[src/rtl/alu_pkg.sv]
// alu_pkg: shared constants, FSM encoding and step-count helper for the
// serial_adder datapath unit.
package alu_pkg;

  localparam int SA_WIDTH_DEFAULT = 32;
  localparam int SA_CHUNK_DEFAULT = 4;

  typedef enum logic [1:0] {
    SA_IDLE = 2'd0,
    SA_RUN  = 2'd1,
    SA_DONE = 2'd2
  } saState_t;

  function automatic int saSteps(input int width, input int chunk);
    return width / chunk;
  endfunction

endpackage

[src/rtl/chunk_adder.sv]
// chunk_adder: combinational CHUNK-bit ripple of full-adder cells.
module chunk_adder #(
  parameter int CHUNK = 4
) (
  input  logic [CHUNK-1:0] in_1,
  input  logic [CHUNK-1:0] in_2,
  input  logic             c_in,
  output logic [CHUNK-1:0] sum,
  output logic             c_out
);

  always_comb begin
    logic w_ripple;
    w_ripple = c_in;
    sum      = '0;
    for (int i = 0; i < CHUNK; i++) begin
      sum[i]   = in_1[i] ^ in_2[i] ^ w_ripple;
      w_ripple = (in_1[i] & in_2[i]) | (w_ripple & (in_1[i] ^ in_2[i]));
    end
    c_out = w_ripple;
  end

endmodule

[src/rtl/serial_adder.sv]
// serial_adder: multi-cycle WIDTH-bit adder/subtractor working CHUNK bits per clock.
// Define SERIAL_ADDER_SUB_EN to honour the sub input; otherwise sub is ignored.
module serial_adder
  import alu_pkg::*;
#(
  parameter int WIDTH = SA_WIDTH_DEFAULT,
  parameter int CHUNK = SA_CHUNK_DEFAULT
) (
  input  logic             clk,
  input  logic             rst_n,
  input  logic             start,
  input  logic             sub,
  input  logic [WIDTH-1:0] a,
  input  logic [WIDTH-1:0] b,
  input  logic             c_in,
  output logic             busy,
  output logic             done,
  output logic [WIDTH-1:0] sum,
  output logic             c_out,
  output logic             ovf
);

  localparam int N  = saSteps(WIDTH, CHUNK);
  localparam int CW = (N > 1) ? $clog2(N) : 1;

  if ((WIDTH % CHUNK) != 0) begin : g_widthCheck
    $fatal(1, "serial_adder: WIDTH must be a multiple of CHUNK");
  end

  saState_t         r_state;
  saState_t         w_stateNext;
  logic             w_accept;
  logic             w_lastStep;
  logic [CW-1:0]    r_count;
  logic [WIDTH-1:0] r_a;
  logic [WIDTH-1:0] r_b;
  logic [WIDTH-1:0] r_sum;
  logic             r_carry;
  logic             r_aMsb;
  logic             r_bMsb;
  logic             r_cOut;
  logic             r_ovf;
  logic [WIDTH-1:0] w_bIn;
  logic             w_cIn;
  logic [CHUNK-1:0] w_chunkSum;
  logic             w_chunkCout;
  logic [WIDTH-1:0] w_sumNext;

`ifdef SERIAL_ADDER_SUB_EN
  // Subtraction is a + ~b + 1; c_in is ignored for sub.
  assign w_bIn = sub ? ~b : b;
  assign w_cIn = sub ? 1'b1 : c_in;
`else
  logic w_unusedSub;
  assign w_unusedSub = sub;
  assign w_bIn       = b;
  assign w_cIn       = c_in;
`endif

  chunk_adder #(.CHUNK(CHUNK)) u_chunkAdder (
    .in_1  (r_a[CHUNK-1:0]),
    .in_2  (r_b[CHUNK-1:0]),
    .c_in  (r_carry),
    .sum   (w_chunkSum),
    .c_out (w_chunkCout)
  );

  // Result chunks enter at the top so the LSB chunk ends up at the bottom.
  if (CHUNK == WIDTH) begin : g_sumWhole
    assign w_sumNext = w_chunkSum;
  end else begin : g_sumShift
    assign w_sumNext = {w_chunkSum, r_sum[WIDTH-1:CHUNK]};
  end

  assign w_lastStep = (r_count == CW'(N - 1));

  always_comb begin
    w_stateNext = r_state;
    w_accept    = 1'b0;
    busy        = 1'b0;
    done        = 1'b0;
    case (r_state)
      SA_IDLE: begin
        if (start) begin
          w_accept    = 1'b1;
          w_stateNext = SA_RUN;
        end
      end
      SA_RUN: begin
        busy = 1'b1;
        if (w_lastStep) w_stateNext = SA_DONE;
      end
      SA_DONE: begin
        done = 1'b1;
        if (start) begin
          w_accept    = 1'b1;
          w_stateNext = SA_RUN;
        end else begin
          w_stateNext = SA_IDLE;
        end
      end
      default: w_stateNext = SA_IDLE;
    endcase
  end

  always_ff @(posedge clk or negedge rst_n) begin
    if (!rst_n) r_state <= SA_IDLE;
    else        r_state <= w_stateNext;
  end

  always_ff @(posedge clk or negedge rst_n) begin
    if (!rst_n) begin
      r_count <= '0;
      r_a     <= '0;
      r_b     <= '0;
      r_sum   <= '0;
      r_carry <= 1'b0;
      r_aMsb  <= 1'b0;
      r_bMsb  <= 1'b0;
      r_cOut  <= 1'b0;
      r_ovf   <= 1'b0;
    end else if (w_accept) begin
      r_count <= '0;
      r_a     <= a;
      r_b     <= w_bIn;
      r_carry <= w_cIn;
      r_aMsb  <= a[WIDTH-1];
      r_bMsb  <= w_bIn[WIDTH-1];
    end else if (r_state == SA_RUN) begin
      r_count <= r_count + CW'(1);
      r_a     <= r_a >> CHUNK;
      r_b     <= r_b >> CHUNK;
      r_carry <= w_chunkCout;
      r_sum   <= w_sumNext;
      if (w_lastStep) begin
        r_cOut <= w_chunkCout;
        r_ovf  <= (r_aMsb == r_bMsb) && (w_chunkSum[CHUNK-1] != r_aMsb);
      end
    end
  end

  assign sum   = r_sum;
  assign c_out = r_cOut;
  assign ovf   = r_ovf;

endmodule

[config.mk]
export PLATFORM = sky130hd
export DESIGN_NAME = serial_adder
export DESIGN_NICKNAME = d
export VERILOG_FILES = /design/src/rtl/alu_pkg.sv /design/src/rtl/chunk_adder.sv /design/src/rtl/serial_adder.sv
export SDC_FILE = /design/constraint.sdc
export NUM_CORES = 1
export LEC_CHECK = 0
export CORE_MARGIN = 2
export CORE_UTILIZATION = 54
export DETAILED_ROUTE_END_ITERATION = 8
export GPL_ROUTABILITY_DRIVEN = 0
export PLACE_DENSITY = 0.93
export SLEW_MARGIN = 10
export SYNTH_ARGS = -nofsm -noshare
export SYNTH_HDL_FRONTEND = slang
export SYNTH_HIERARCHICAL = 1
export SYNTH_SLANG_ARGS = --single-unit
[constraint.sdc]
create_clock -name clk -period 4.5 [get_ports clk]
set_input_delay 0.45 -clock clk [delete_from_list [all_inputs] [get_ports clk]]
set_output_delay 0.45 -clock clk [all_outputs]
set_load 0.05 [all_outputs]
==> results.ini, run 1 <==
[outcome]
outcome=finished clean

[finish]
flop_area_um2=2653
area_delta_synth_final_pct=25.53
final_area_um2=5752
final_cells=694
comb_area_um2=1664
layout.nets=659
fillers=633
final_layout_size_suffix_gt1_share_pct=4.414

[critical_path]
crit_start=r_state[0]$_DFFE_PN0P_
path_max_fanout=93
setup.worst_path.end_class=output pin
rrSetupSlack_ns=1.77
cp_cell_sequence=nand2b_4 -> inv_2 -> clkdlybuf4s50_1
crit_slowest_cell=clkdlybuf4s50_1
crit_path_end=busy
critPathMaxStageDelay_ns=0.91
path_class=reg2out
rr_worst_depth=5
required_ns=4.05

[pwr]
power.switching_uw=2045
p_seq_share_pct=38.0
p_comb_share_pct=48.2
p_total_uw=4485
leakage_uw=0.002682
power_density_nw_per_um2=779.8

[die]
die_height_um=96.12
chipWidth_um=96.12
core-area_um2=8217
die-area_um2=9238
fp_util_pct=55.76
rows=33

[logic_synthesis]
syn-cell-area_um2=4582
synth.avg_cell_area_um2=9.127
synth-main-ff-cell=dfrtp_1
synth_stat.cells=502
yosys.area_share.aoi_pct=10.27
edf_count=0
ys_top_cells_by_count=198 x nand2_1, 106 x dfrtp_1, 48 x nor2_1
logic_family=simple AND/OR/NAND/NOR gates
muxShareOfSynthArea_pct=0.2458
floorplan.nets=577
synthMostInstantiatedCell=nand2_1
yosysSeqAreaShare_pct=57.89
ys_types=28
simple_gate_area_share_pct=23.18
xor_share_pct=0
yosys.area.top_type=dfrtp_1
fa_ha_area_share_pct=2.294
top_area_share_pct=57.89
synth_async_sr_flop_share_pct=100.0
netlist_instances=502

[clocking]
htreeDepth=3
cts_tree=done
cts_root_buf=clkbuf_8
cts_buffers=9
clock_sinks=106
cts_resized=0
hold_buffers=0
clkLatencyLatePin_ns=0.36

[run]
maxCapViolations=0
warnings=29

[detailed_routing]
wl_per_cell_um=15.39
first_pass_iters=5
drc=0
routed_wl_mm=10.68
routed_via_density=5.496
dr_total_vias=3814

[final_timing]
max_slew_margin_pct=34.63
setup_viol=0
min_period_ns=3.269
hold_viol_final=0
setup_tns_ns=0
rsz0062_at_grt=no
final_max_slew_viol_count=0
max_slew.worst_pin.slew_ns=0.9800

[global_route]
grt_pass1_wl_mm=17.34
grt_antenna_before_repair=0
overflow=0
grt_start_max_net_pins=105
grtUsageTotal_pct=24.55

[min_path]
hold_path.class=in2async

[place]
dp_hpwl_mm=6.969
place_inst=678

[run 1: power groups by stage]
| stage | clock network (uW) | logic (uW) | registers (uW) |
|---|---|---|---|
| 6_report | 616 | 2160 | 1710 |
| 5_1_grt | 665 | 2390 | 1750 |
| 4_1_cts | 621 | 2170 | 1700 |
| 3_5_place_dp | 0 | 2150 | 1720 |
| 3_3_place_gp | 0 | 2080 | 1690 |
| 2_1_floorplan | 0 | 1180 | 2090 |
[run 1: worst max-delay path: cells and delay by family, from the launching register on]
kind	cells	cell delay [ns]
buf+inv	2	1.45
simple gates	1	0.54
flops	1	0.46
[run 1: routing by layer]
metal / GRT usage (%) / part of all wire [%] / vias to the layer above / routed length, um
met4: 8.690 / 1.8 / 0 / 189
li1: - / - / 1805 / -
met1: 32.45 / 41 / 1852 / 4414
met5: 0 / 0 / - / 0
met2: 40.80 / 51 / 139 / 5427
met3: 4.542 / 6.1 / 18 / 649
[run 1: per-stage QoR]
stage	util, %	hold slack [ns]	worst slack, ns
finish	70.00	0.07424	1.231
global route	70.00	0.09938	1.083
CTS	70.00	0.08711	1.236
detailed placement	67.43	0.4667	1.642
global placement	67.43	0.4590	1.647
floorplan	-	0.1544	2.122
[run 1: state kept, by name, indices dropped and copies added, names as in the netlist]
register,flops
sum,32
r_count,3
ovf,1
r_carry,1
r_bMsb,1
r_b,32
r_a,32
c_out,1
r_state,2
r_aMsb,1
[run 1: cell type report]
cell class	instances	area share [%]
clock buffers	11	2.632
inverters	11	0.7179
flip-flops and latches	106	46.12
well taps	105	2.284
clock inverters	5	1.044
repair buffers	106	18.27
multi-input cells	350	28.93
[run 1: cell families after synthesis]
group,after synthesis
AND/OR/NAND/NOR,271
flip-flops,106
AND-OR/OR-AND,72
buffers and inverters,46
adder cells (fa/ha/maj),6
multiplexers,1
[run 1: worst min path at each step]
stage	start	endpoint	slack [ns]	cells past startpoint
floorplan	rst_n	c_out$_DFFE_PN0P_	0.15	0
global placement	sum[2]$_DFFE_PN0P_	sum[2]$_DFFE_PN0P_	0.46	2
detailed placement	sum[2]$_DFFE_PN0P_	sum[2]$_DFFE_PN0P_	0.47	2
CTS	rst_n	sum[22]$_DFFE_PN0P_	0.09	1
global route	rst_n	sum[22]$_DFFE_PN0P_	0.1	1
finish	rst_n	sum[22]$_DFFE_PN0P_	0.07	1
[run 1: cell usage in the layout, fill, tap and decap left out, types with 4 or more instances in the layout]
cell               n
nand2_1          198
dfrtp_1          106
clkdlybuf4s50_1  102
nor2_1            48
a31oi_1           40
nand3_1           11
clkbuf_8          11
a22oi_1           10
inv_1             10
a22o_1             7
o22ai_1            7
nor3_1             7
a21oi_1            6
buf_4              4
fa_1               4
### Supply network, run 1

Scale bar: 20 um. Pins as bars on the die edge. Tap cells in grey.
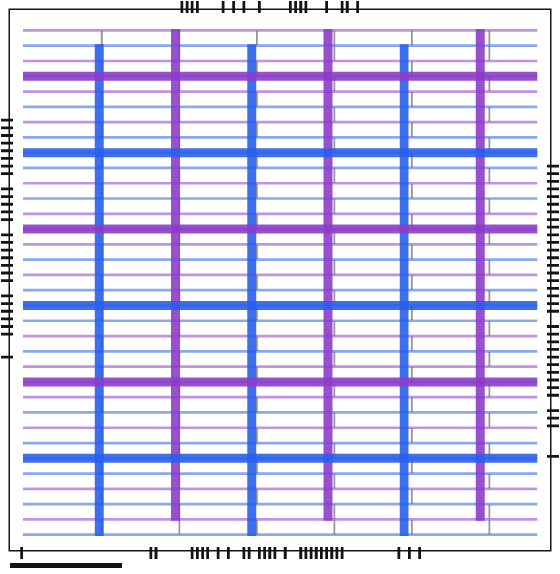
- VDD: purple
- VSS: blue
- met5 straps: 6
- met1 rails: 34

### Cells coloured by class, run 1

Scale bar: 20 um.
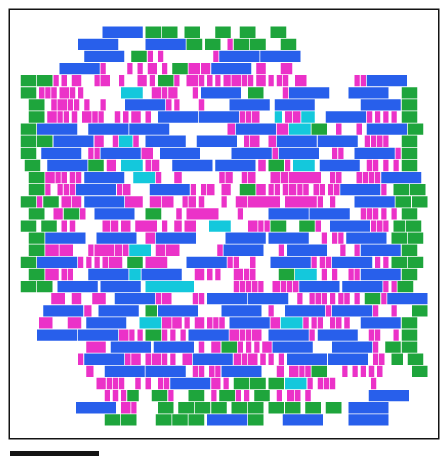
- other buffers and delay cells: green (cells 106)
- flip-flops: blue (cells 106)
- all other logic: magenta (cells 361)
- clock drivers and dummy loads: cyan (cells 16)

### Clock wires, drivers and flops, run 1

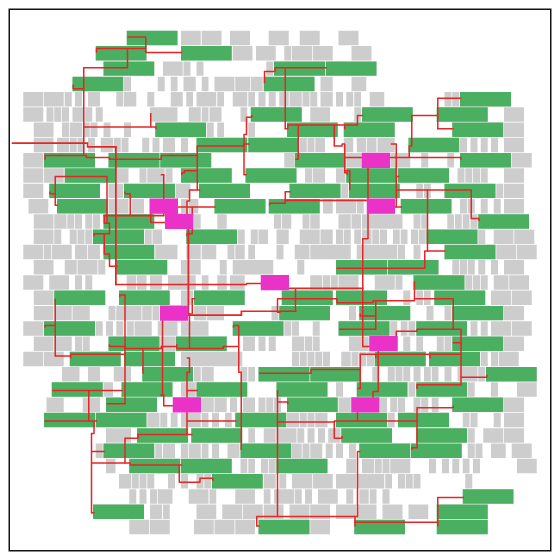
- cells driving clock nets: magenta (count 9)
- clock wires: red (length 1,140 um)
- flip-flops: green (count 106)
- routed clock nets: 10
- flops lie: spread over the die

==> inputs of run 2 (changes only) <==
--- a/config.mk
+++ b/config.mk
@@ -6,10 +6,10 @@
 export NUM_CORES = 1
 export LEC_CHECK = 0
 export CORE_MARGIN = 2
-export CORE_UTILIZATION = 54
+export CORE_UTILIZATION = 50
 export DETAILED_ROUTE_END_ITERATION = 8
 export GPL_ROUTABILITY_DRIVEN = 0
-export PLACE_DENSITY = 0.93
+export PLACE_DENSITY = 0.88
 export SLEW_MARGIN = 10
 export SYNTH_ARGS = -nofsm -noshare
 export SYNTH_HDL_FRONTEND = slang
==> constraint.sdc (replaced) <==
create_clock -name clk -period 3.4 [get_ports clk]
set_input_delay 0.34 -clock clk [delete_from_list [all_inputs] [get_ports clk]]
set_output_delay 0.34 -clock clk [all_outputs]
set_load 0.05 [all_outputs]
### Routing congestion map, run 2

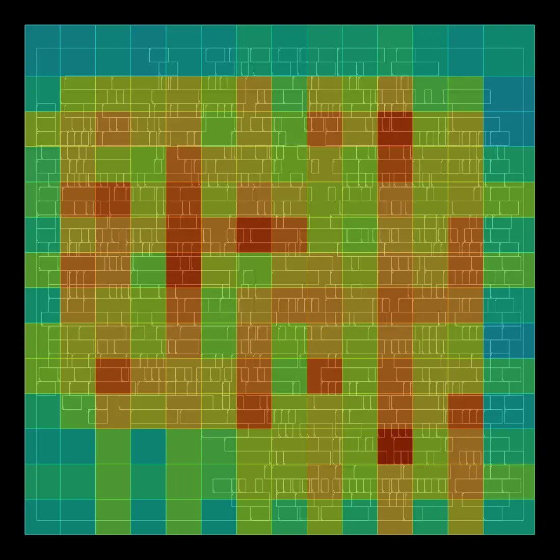
met2 Usage GRT: 34.41%
met1 Use GR: 30.77%
M3 GR Usage: 5.271%
fin util: 65.39%

==> results.ini, run 2 <==
[logic_synthesis]
synth_warnings=6
top_area_share_pct=57.89
ys_types=28
synth.avg_cell_area_um2=9.127
netlist_instances=502
yosys.area.top_type=dfrtp_1
syn-cell-area_um2=4582
yosys_area_um2=4582
synth_async_sr_flop_share_pct=100.0
yosysSeqAreaShare_pct=57.89
floorplan.nets=577
synth-main-ff-cell=dfrtp_1
edf_count=0
ys_top_cells_by_count=198 x nand2_1, 106 x dfrtp_1, 48 x nor2_1
synthMostInstantiatedCell=nand2_1
synth_flops=106
synth.top_cells.by_area=dfrtp_1 58%, nand2_1 16%, a31oi_1 5.5%, nor2_1 3.9%, buf_2 1.9%
synth_stat.cells=502

[clocking]
cts_tree=done
hold_buffers=0
cts_root_buf=clkbuf_8
post_cts_buffers=0
cts_resized=0
clkLatencyLatePin_ns=0.36
clockBufferDepth=2
path_clk_slew_ns=0.11
clock_sinks=106
cts_buffers=9
htreeDepth=3

[final_timing]
setup_viol=0
max_slew_margin_pct=32.35
setup_tns_ns=0
min_period_ns=2.504
hold_viol_final=0
max_freq_mhz=399.3
skew_ns=0.01277
max_slew.worst_pin.slew_ns=1.015
rsz0062_at_grt=no
final_max_slew_viol_count=0
fin_crit_sh_pct=73.66

[critical_path]
cp_cell_sequence=fa_1 -> inv_1 -> fa_1 -> inv_1 -> fa_1 -> inv_1 -> fa_1 -> inv_1 -> and3b_1 -> a21oi_1 -> a21oi_1
rrSetupSlack_ns=0.90
crit_slowest_cell=dfrtp_1
path_max_fanout=3
critPathMaxStageDelay_ns=0.41
path_class=reg2reg
cp.arrival_ns=2.76
required_ns=3.65
setup.worst_path.end_class=register
start_kind=register

[global_route]
overflow=0
grt_antenna_before_repair=0
grt_pass1_vias=3662
grt_start_max_net_pins=105
grtUsageTotal_pct=21.79
grt_pass1_wl_mm=17.36

[detailed_routing]
routed_wl_mm=10.18
initialDrtViolationCount=252
routed_via_density=5.355
dr_total_vias=3743
drc=0
ant_nets=0
wl_per_cell_um=14.57
first_pass_iters=4

[die]
fp_util_pct=52.03
die-area_um2=9945
rows=34
core-area_um2=8806
io_pins=105
die_height_um=99.73
chipWidth_um=99.73

[run]
warnings=29
maxCapViolations=0

[finish]
final_layout_size_suffix_gt1_share_pct=4.738
n_antenna_cell=0
area_delta_synth_final_pct=25.67
final_area_um2=5758
layout.nets=661
lay_top_cells=198 x nand2_1, 106 x dfrtp_1, 101 x clkdlybuf4s50_1, 48 x nor2_1, 40 x a31oi_1
final_common_cell=nand2_1

[pwr]
power_density_nw_per_um2=1014
leakage_uw=0.002681
vdd_drop_max_uv=785.5

[place]
placedInstanceArea_um2=5582
io_buffers=103
dp_hpwl_mm=6.781

[min_path]
hold_path.class=in2async

[outcome]
outcome=finished clean

### Clock wires, drivers and flops, run 2

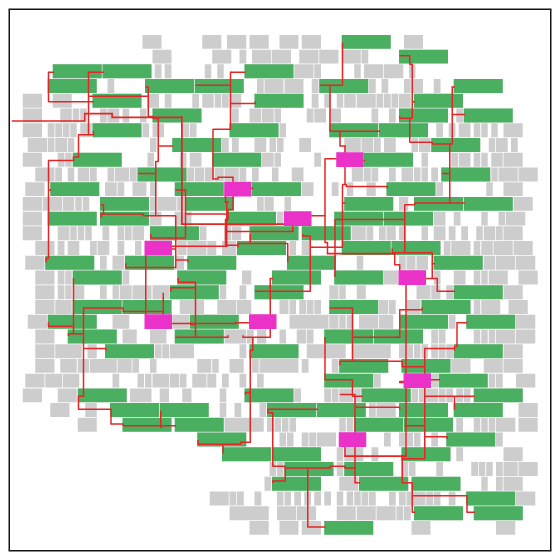
- flip-flops: green (count 106)
- clock wires: red (length 1,110 um)
- cells driving clock nets: magenta (count 9)
- flops lie: spread over the die

## run 2: cell count changes in the layout (fill, tap and decap cells not counted), sizes merged
| cell | previous run | this run |
|---|---|---|
| bufinv | 1 | 0 |
| inv | 13 | 14 |
| clkbuf | 11 | 10 |
| clkinvlp | 1 | 2 |
| buf | 4 | 7 |
| clkdlybuf4s50 | 102 | 101 |
## run 2: cells by family after synthesis
family                     Yosys count  share of synthesized area [%]
DFF                                106                          57.89
and+or+nand+nor                    271                          23.18
buffers and inverters               46                          6.117
AOI/OAI and AO/OA                   72                          10.27
muxes                                1                         0.2457
adders and majority gates            6                          2.294
## run 2: critical path, delay by kind of cell (launching register included)
| family | cells | cell delay (ns) |
|---|---|---|
| fa+ha+maj | 4 | 1.31 |
| flops | 1 | 0.41 |
| buf+inv | 4 | 0.31 |
| simple gates | 1 | 0.18 |
| compound gates | 2 | 0.18 |
## run 2: power breakdown
part           total, uW  internal, uW  leakage (uW)  switching, uW
logic               2890          1030       0.00128           1860
clock network        712           276     0.0000852            436
registers           2240          1860       0.00131            377
total               5840          3160       0.00268           2680
## run 2: path summary, 6_finish.rpt
kind	from	to	depth (start not counted)
min	rst_n	sum[3]$_DFFE_PN0P_	1
min in group clk	sum[18]$_DFFE_PN0P_	sum[14]$_DFFE_PN0P_	2
max in group asynchronous	rst_n	r_b[31]$_DFFE_PN0P_	2
min reg2reg	sum[18]$_DFFE_PN0P_	sum[14]$_DFFE_PN0P_	2
max reg2reg	r_carry$_DFFE_PN0P_	ovf$_DFFE_PN0P_	11
max	r_carry$_DFFE_PN0P_	ovf$_DFFE_PN0P_	11
## run 2: metal layers
metal	up-vias	track usage, %	routed length, um
li1	1801	-	-
met1	1808	30.77	4495
met2	122	34.41	4958
met3	12	5.271	632
met4	0	5.374	95
met5	-	0	0
## run 2: layout make-up
cell class              instances  area (um2)
clock buffers                  10       127.6
clock inverters                 6       48.80
fillers                       698        3048
inverters                      11       41.29
multi-input cells             350        1664
flip-flops and latches        106        2653
well taps                     108       135.1
repair buffers                108        1089
## run 2: per-stage QoR
step / hold slack [ns] / setup slack (ns) / utilization [%] / instances / power, uW
2_1_floorplan: 0.04441 / 1.022 / - / 502 / 4329
3_3_place_gp: 0.4575 / 0.9272 / 63.38 / 683 / 5037
4_1_cts: 0.1317 / 0.8852 / 65.39 / 699 / 5882
5_1_grt: 0.1739 / 0.7654 / 65.39 / 699 / 6294
3_5_place_dp: 0.4700 / 0.8967 / 63.38 / 683 / 5161
6_report: 0.1046 / 0.8957 / 65.39 / 699 / 5838
Power is estimated from default activity; no workload was simulated.
